<file path="src/rtl/sim_halt_ctrl.sv">
// rtl/sim_halt_ctrl.sv - run-control: halt/error/timeout/stall detection with latched cause and run statistics
module sim_halt_ctrl #(
   parameter int unsigned NUM_CH         = 1,
   parameter int unsigned CNT_W          = 32,
   parameter int unsigned TIMEOUT_CYCLES = 100000000,
   parameter int unsigned STALL_CYCLES   = 100000,
   parameter int unsigned DRAIN_CYCLES   = 5,
   parameter int unsigned ERR_W          = 16
) (
   input  logic              clk,
   input  logic              rst,
   input  logic [NUM_CH-1:0] commit,
   input  logic [NUM_CH-1:0] halt,
   input  logic [ERR_W-1:0]  errcode,
   output logic              done,
   output logic [2:0]        status,
   output logic [ERR_W-1:0]  err_latched,
   output logic [CNT_W-1:0]  cycle_count,
   output logic [63:0]       commit_count
);

   typedef enum logic [1:0] {S_RUN, S_DRAIN, S_DONE} state_t;

   localparam logic [2:0] ST_RUNNING = 3'd0;
   localparam logic [2:0] ST_HALT    = 3'd1;
   localparam logic [2:0] ST_ERROR   = 3'd2;
   localparam logic [2:0] ST_TIMEOUT = 3'd3;
   localparam logic [2:0] ST_STALL   = 3'd4;

   localparam logic [CNT_W-1:0] CNT_ONE    = CNT_W'(1);
   localparam logic [CNT_W-1:0] TO_VAL     = CNT_W'(TIMEOUT_CYCLES);
   localparam logic [CNT_W-1:0] STALL_VAL  = CNT_W'(STALL_CYCLES);
   localparam logic [CNT_W-1:0] DRAIN_LOAD = (DRAIN_CYCLES > 0) ? CNT_W'(DRAIN_CYCLES - 1) : '0;

   state_t             state, state_n;
   logic [CNT_W-1:0]   idle_count;
   logic [CNT_W-1:0]   drain_count, drain_n;
   logic               done_n;
   logic [2:0]         status_n;
   logic [ERR_W-1:0]   err_n;
   logic [3:0]         commit_pop;
   logic               any_commit;
   logic               ev_err, ev_halt, ev_to, ev_st;

   always_comb begin
      commit_pop = '0;
      for (int i = 0; i < int'(NUM_CH); i++)
         commit_pop = commit_pop + {3'b000, commit[i]};
   end

   assign any_commit = |commit;
   assign ev_err     = |errcode;
   assign ev_halt    = |(commit & halt);
   assign ev_to      = (TIMEOUT_CYCLES != 0) && ((cycle_count + CNT_ONE) == TO_VAL);
   assign ev_st      = (STALL_CYCLES != 0) && !any_commit && ((idle_count + CNT_ONE) == STALL_VAL);

   // Cause priority is fixed by the if/else order: error, halt, timeout, stall.
   always_comb begin
      state_n  = state;
      done_n   = done;
      status_n = status;
      err_n    = err_latched;
      drain_n  = drain_count;
      case (state)
         S_RUN: begin
            if (ev_err) begin
               status_n = ST_ERROR;
               err_n    = errcode;
               if (DRAIN_CYCLES == 0) begin
                  state_n = S_DONE;
                  done_n  = 1'b1;
               end else begin
                  state_n = S_DRAIN;
                  drain_n = DRAIN_LOAD;
               end
            end else if (ev_halt) begin
               state_n  = S_DONE;
               done_n   = 1'b1;
               status_n = ST_HALT;
            end else if (ev_to) begin
               state_n  = S_DONE;
               done_n   = 1'b1;
               status_n = ST_TIMEOUT;
            end else if (ev_st) begin
               state_n  = S_DONE;
               done_n   = 1'b1;
               status_n = ST_STALL;
            end
         end
         S_DRAIN: begin
            if (drain_count == '0) begin
               state_n = S_DONE;
               done_n  = 1'b1;
            end else begin
               drain_n = drain_count - CNT_ONE;
            end
         end
         S_DONE:  state_n = S_DONE;
         default: state_n = S_RUN;
      endcase
   end

   always_ff @(posedge clk) begin
      if (rst) begin
         state        <= S_RUN;
         done         <= 1'b0;
         status       <= ST_RUNNING;
         err_latched  <= '0;
         cycle_count  <= '0;
         commit_count <= '0;
         idle_count   <= '0;
         drain_count  <= '0;
      end else begin
         state       <= state_n;
         done        <= done_n;
         status      <= status_n;
         err_latched <= err_n;
         drain_count <= drain_n;
         if (state != S_DONE) begin
            if (cycle_count != '1)
               cycle_count <= cycle_count + CNT_ONE;
            commit_count <= commit_count + 64'(commit_pop);
         end
         if (state == S_RUN) begin
            if (any_commit)
               idle_count <= '0;
            else if (idle_count != '1)
               idle_count <= idle_count + CNT_ONE;
         end
      end
   end

endmodule

</file>
<file path="config.mk">
export PLATFORM = sky130hd
export DESIGN_NAME = sim_halt_ctrl
export DESIGN_NICKNAME = d
export VERILOG_FILES = /design/src/rtl/sim_halt_ctrl.sv
export SDC_FILE = /design/constraint.sdc
export NUM_CORES = 1
export LEC_CHECK = 0
export CAP_MARGIN = 5
export CORE_MARGIN = 3
export CORE_UTILIZATION = 55
export CTS_CLUSTER_SIZE = 40
export DETAILED_ROUTE_END_ITERATION = 7
export GPL_TIMING_DRIVEN = 1
export PLACE_DENSITY = 0.9
export SYNTH_ARGS = -nofsm -noshare
export SYNTH_HDL_FRONTEND = slang
export SYNTH_SLANG_ARGS = --single-unit
export TNS_END_PERCENT = 5
</file>
<file path="constraint.sdc">
create_clock -name clk -period 3.83 [get_ports clk]
set_input_delay 0.766 -clock clk [delete_from_list [all_inputs] [get_ports clk]]
set_output_delay 0.766 -clock clk [all_outputs]
set_load 0.02 [all_outputs]
</file>
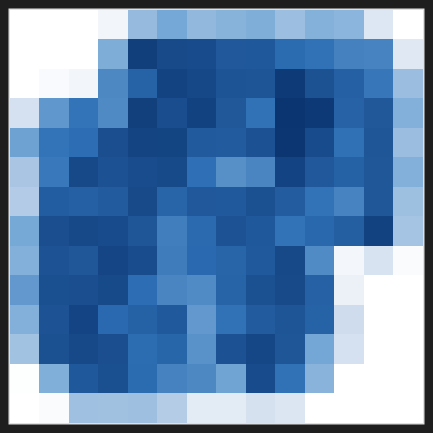
**Above:** run 1 (cell area per tile).
Drawn at 3 px/µm. 14 x 14 tiles, from white (low) to dark blue (high), 0 to 100% covered.
tiles over 75% full	49%
emptiest ninth of the die	bottom right
mean over tiles	60%

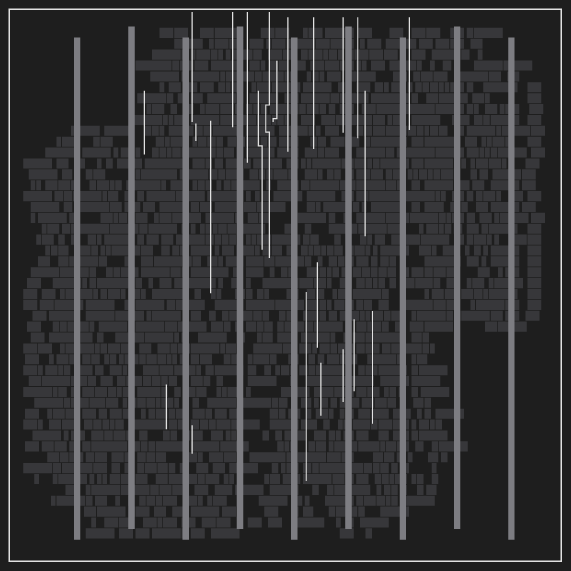
**Above:** run 1 (M4 wires).
Drawn at 4 px/µm. Supply wires on this layer in gray. Cells faint in the background.
wire length on this layer	620 µm
main direction	vertical
share of all routed wire	2.6%
nets with wire on the layer	21

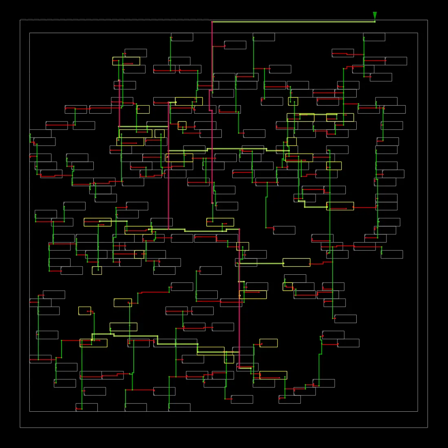
**Above:** run 1 (clock routing).
TritonCTS buffer count: 17
registers: 182
later-pin clock latency in the skew report: 440 ps
# clk buffers: 18
clk pwr: 1770 µW

==> flow_summary_export.csv, run 1 <==
group,metric,value,unit
logic_synthesis,synth-seq-area-share,38.2,%
run,maxCapViolCount,0,
logic_synthesis,ys_top_logic_family,"simple AND/OR/NAND/NOR gates",
drt,drt_iter0_drc,779,
logic_synthesis,synth-main-ff-cell,"dfxtp_1",
critical_path,cp.arrival,3580,ps
critical_path,crit_chain,"clkdlybuf4s50_1 -> ha_1 -> ha_1 -> and3_1 -> nand3_1 -> nor2_1 -> nand4_1 -> or3_1 -> a21oi_1",
global_routing,grt.total_usage,25.5,%
critical_path,path_delay_family,"simple AND/OR/NAND/NOR gates",
power_and_ir_drop,power.density,501,nW/µm²
drt,wl_per_cell,15.9,µm
logic_synthesis,synth-adder-area-share,1.31,%
logic_synthesis,syn_inst,1197,
critical_path,cp-start-kind,"primary input",
global_routing,grt_max_degree,139,
final_timing,tns,0,ps
logic_synthesis,mux_share,0.879,%
status,outcome,"completed",
place,dpl_worst_slack,194,ps
logic_synthesis,synth_area_per_cell,7.96,µm²
logic_synthesis,yosys_area,9530,µm²
clock_tree,cts_hold_buf,0,
logic_synthesis,syn_area,9530,µm²
critical_path,crit_buf_inv,1,
global_routing,grt_pass1_vias,8341,
[run 1: per-layer routing]
| layer | GRT usage, % | vias up | part of all wire (%) |
|---|---|---|---|
| li1 | - | 4475 | - |
| met1 | 33.2 | 4398 | 42 |
| met2 | 41.8 | 355 | 49 |
| met3 | 4.71 | 53 | 6.3 |
| met4 | 9.98 | 0 | 2.6 |
| met5 | 0 | - | 0 |
[run 1: flip-flops by register name, summed over array words and instances, names as in the netlist]
signal,cells
cycle_count,32
done,1
status,3
err_latched,16
state,2
drain_count,32
idle_count,32
commit_count,64
[run 1: final timing paths]
path | from | end | cells past startpoint
setup / recovery | commit | commit_count[56] | 9
hold reg to reg | err_latched[12] | err_latched[12] | 2
setup reg to reg | idle_count[0] | status[1] | 9
hold / removal | err_latched[12] | err_latched[12] | 2
**Run 1: signal wires by layer**

Drawn at 3 px/µm.
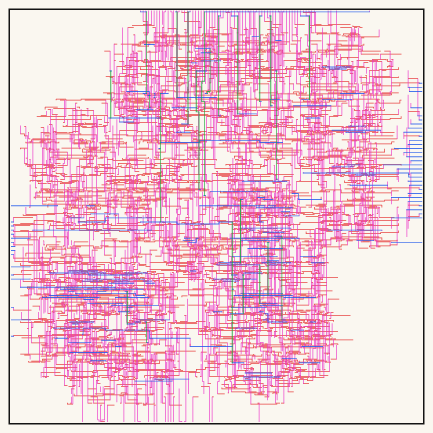

==> inputs of run 2 (changes only) <==
==> constraint.sdc (replaced) <==
create_clock -name clk -period 3.1 [get_ports clk]
set_input_delay 0.62 -clock clk [delete_from_list [all_inputs] [get_ports clk]]
set_output_delay 0.62 -clock clk [all_outputs]
set_load 0.02 [all_outputs]
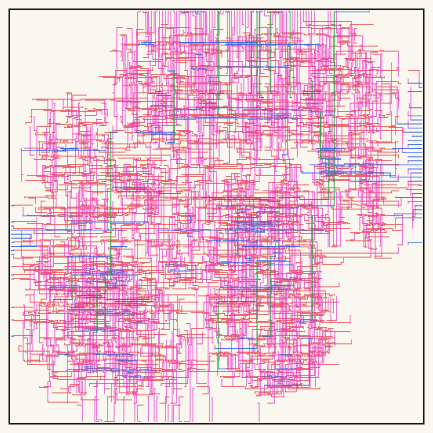
**Above:** run 2 (signal wires by layer).
Drawn at 3 px/µm.
layer	color	wire length
met3	blue	1690 µm
met1	red	10500 µm
met2	magenta	12500 µm
met4	green	633 µm

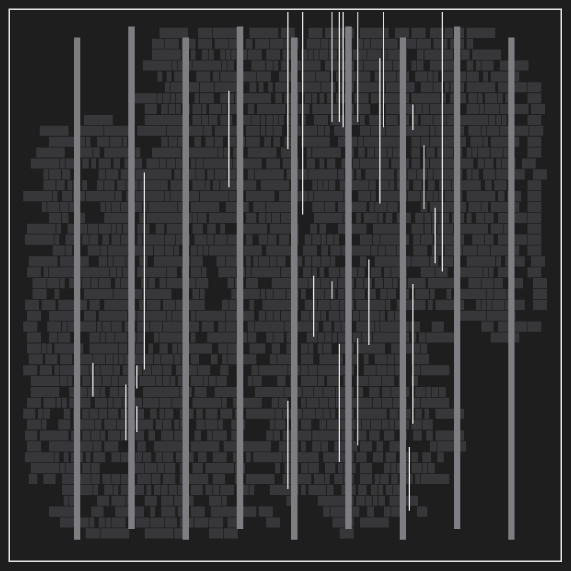
**Above:** run 2 (M4 wires).
Drawn at 4 px/µm. Supply wires on this layer in gray. Cells faint in the background.
main direction	vertical
longest straight run	64.6 µm

==> run 2 against run 1 <==
  * Final area is 1.7% higher
  * Critical path type is now reg -> reg
  * Register-to-register slack worse by 540 ps
  * Clock-buffer cell count is 1 lower
  * Area after synthesis did not move
  * Largest cell class unchanged
==> flow_summary_export.csv, run 2 <==
group,metric,value,unit
logic_synthesis,synth_area_per_cell,7.96,µm²
global_routing,grt_pass1_vias,8722,
layout,largest_reg_flops,64,
critical_path,cp.arrival,3330,ps
critical_path,crit_chain,"ha_1 -> buf_4 -> nand4b_1 -> or4_1 -> a2111oi_2 -> o221ai_1 -> and4b_1 -> nand3_1 -> o31ai_1 -> a31oi_1",
drt,drt_iter0_drc,868,
logic_synthesis,syn_inst,1197,
logic_synthesis,synth-main-ff-cell,"dfxtp_1",
critical_path,path_delay_family,"simple AND/OR/NAND/NOR gates",
clock_tree,cts_hold_buf,0,
critical_path,crit_buf_inv,1,
run,maxCapViolCount,0,
logic_synthesis,ys_top_logic_family,"simple AND/OR/NAND/NOR gates",
global_routing,grt.total_usage,26.3,%
drt,wl_per_cell,16.3,µm
place,dpl_worst_slack,-103,ps
power_and_ir_drop,clock_power,2240,µW
logic_synthesis,synth-adder-area-share,1.31,%
clock_tree,clk_latency,440,ps
status,outcome,"completed",
logic_synthesis,synth-seq-area-share,38.2,%
global_routing,grt_max_degree,57,
critical_path,cp-start-kind,"flop",
logic_synthesis,yosys_area,9530,µm²
==> run 2: cell types whose count changed in the layout (fill, tap and decap cells not counted) <==
cell        before  now
clkinv_4         5    3
bufinv_16        1    2
buf_4           17   43
clkinv_8         2    1
inv_6            2    5
inv_8            3    2
clkbuf_8         1    0
clkinvlp_4       1    2
==> run 2: worst paths after layout <==
kind	slack, ps	cells after the start	startpoint	endpoint
setup reg to reg	90	10	idle_count[1]	status[1]
hold reg to reg	450	2	err_latched[7]	err_latched[7]
setup / recovery	90	10	idle_count[1]	status[1]
hold / removal	450	2	err_latched[7]	err_latched[7]
==> run 2: layer usage <==
metal / wire length (µm) / GRT usage, %
met2: 12500 / 44.0
met3: 1690 / 4.67
met1: 10500 / 33.4
met4: 633 / 11.0
met5: 0 / 0
==> inputs of run 3 (changes only) <==
--- a/config.mk
+++ b/config.mk
@@ -5,7 +5,6 @@
 export SDC_FILE = /design/constraint.sdc
 export NUM_CORES = 1
 export LEC_CHECK = 0
-export CAP_MARGIN = 5
 export CORE_MARGIN = 3
 export CORE_UTILIZATION = 55
 export CTS_CLUSTER_SIZE = 40
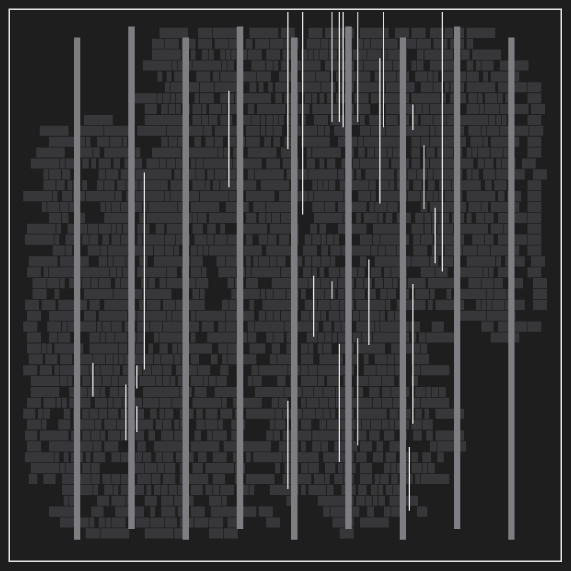
**Above:** run 3 (M4 wires).
Drawn at 4 px/µm. Supply wires on this layer in gray. Cells faint in the background.
nets with wire on the layer	21
main direction	vertical

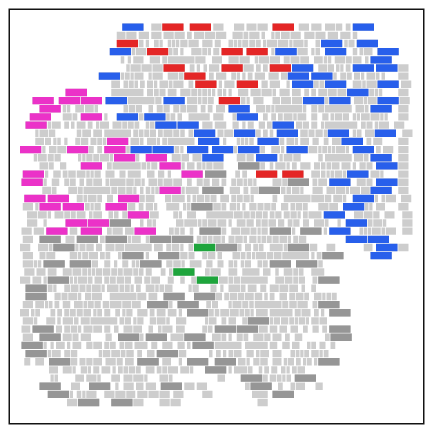
**Above:** run 3 (sequential cells grouped by signal name).
Drawn at 3 px/µm.
signal	color	sequential cells
status	green	3
drain_count	magenta	32
err_latched	red	16
commit_count	blue	64
not colored	67

==> run 3 against run 2 <==
  * Global-route usage unchanged
  * Register-to-register slack about the same
  * Wire length unchanged
  * First-iteration DRC count stayed put
  * Critical path type unchanged
  * Clock power hardly changed
  * Largest power group unchanged
  * Non-clock buffer count is the same
  * Clock skew unchanged
  * Utilization unchanged
==> flow_summary_export.csv, run 3 <==
group,metric,value,unit
status,outcome,"completed",
logic_synthesis,ys_top_logic_family,"simple AND/OR/NAND/NOR gates",
logic_synthesis,synth-seq-area-share,38.2,%
clock_tree,cts_tree,"yes",
critical_path,path_delay_family,"simple AND/OR/NAND/NOR gates",
logic_synthesis,synth_warnings,0,
critical_path,slowest_delay,460,ps
logic_synthesis,yosys_area,9530,µm²
logic_synthesis,synth_area_per_cell,7.96,µm²
global_routing,grt.total_usage,26.3,%
global_routing,grt_max_degree,57,
logic_synthesis,top_cell_area_share,38.2,%
critical_path,crit_buf_inv,1,
place,hpwlAfterDp,17600,µm
critical_path,reg2regPathDepth,10,
critical_path,rrSetupSlack,90,ps
final_timing,fmax,332,MHz
power_and_ir_drop,clock_power,2240,µW
drt,met3_length,1690,µm
logic_synthesis,synth-adder-area-share,1.31,%
logic_synthesis,synth-main-ff-cell,"dfxtp_1",
layout,largest_reg_flops,64,
clock_tree,clk_latency,440,ps
critical_path,endpoint,"status[1]",
drt,wl_met1,10500,µm
critical_path,crit_cells,10,
drt,wl_per_cell,16.3,µm
global_routing,use_met3,4.67,%
hold_path,min_delay_path_depth,2,
critical_path,cp-start-kind,"flop",
global_routing,gr-usage-met2,44.0,%
clock_tree,cts_resized,0,
critical_path,cp.arrival,3330,ps
global_routing,grt_pass1_vias,8722,
global_routing,grt_use_met1,33.4,%
critical_path,reg2reg_from,"idle_count[1]",
critical_path,crit_start,"idle_count[1]",
critical_path,crit_chain,"ha_1 -> buf_4 -> nand4b_1 -> or4_1 -> a2111oi_2 -> o221ai_1 -> and4b_1 -> nand3_1 -> o31ai_1 -> a31oi_1",
run,maxCapViolCount,0,
drt,drt_iter0_drc,868,
drt,dr.max_layer_used,"met4",
layout,largest_cell_class,"combinational gates",
-- run 3: per-stage QoR --
| stage | setup WS (ps) | power (µW) |
|---|---|---|
| after detailed placement | -103 | 5080 |
| after floorplan | 315 | 4400 |
| after global routing | -95.5 | 7680 |
| after CTS | 232 | 7310 |
| after global placement | -3.33 | 5020 |
| final | 86.3 | 7300 |
-- run 3: worst min-delay path by stage --
stage / to / start
6_report: err_latched[7] / err_latched[7]
3_5_place_dp: err_latched[10] / err_latched[10]
3_3_place_gp: err_latched[6] / err_latched[6]
2_1_floorplan: drain_count[7] / drain_count[7]
4_1_cts: err_latched[7] / err_latched[7]
5_1_grt: err_latched[12] / err_latched[12]
-- run 3: what timing repair did --
action	in CTS	in global routing
endpoints found under the setup margin	0	1
hold buffers	0	0
setup buffers	0	4
No activity file was given, so power comes from the tool's default toggle rates.
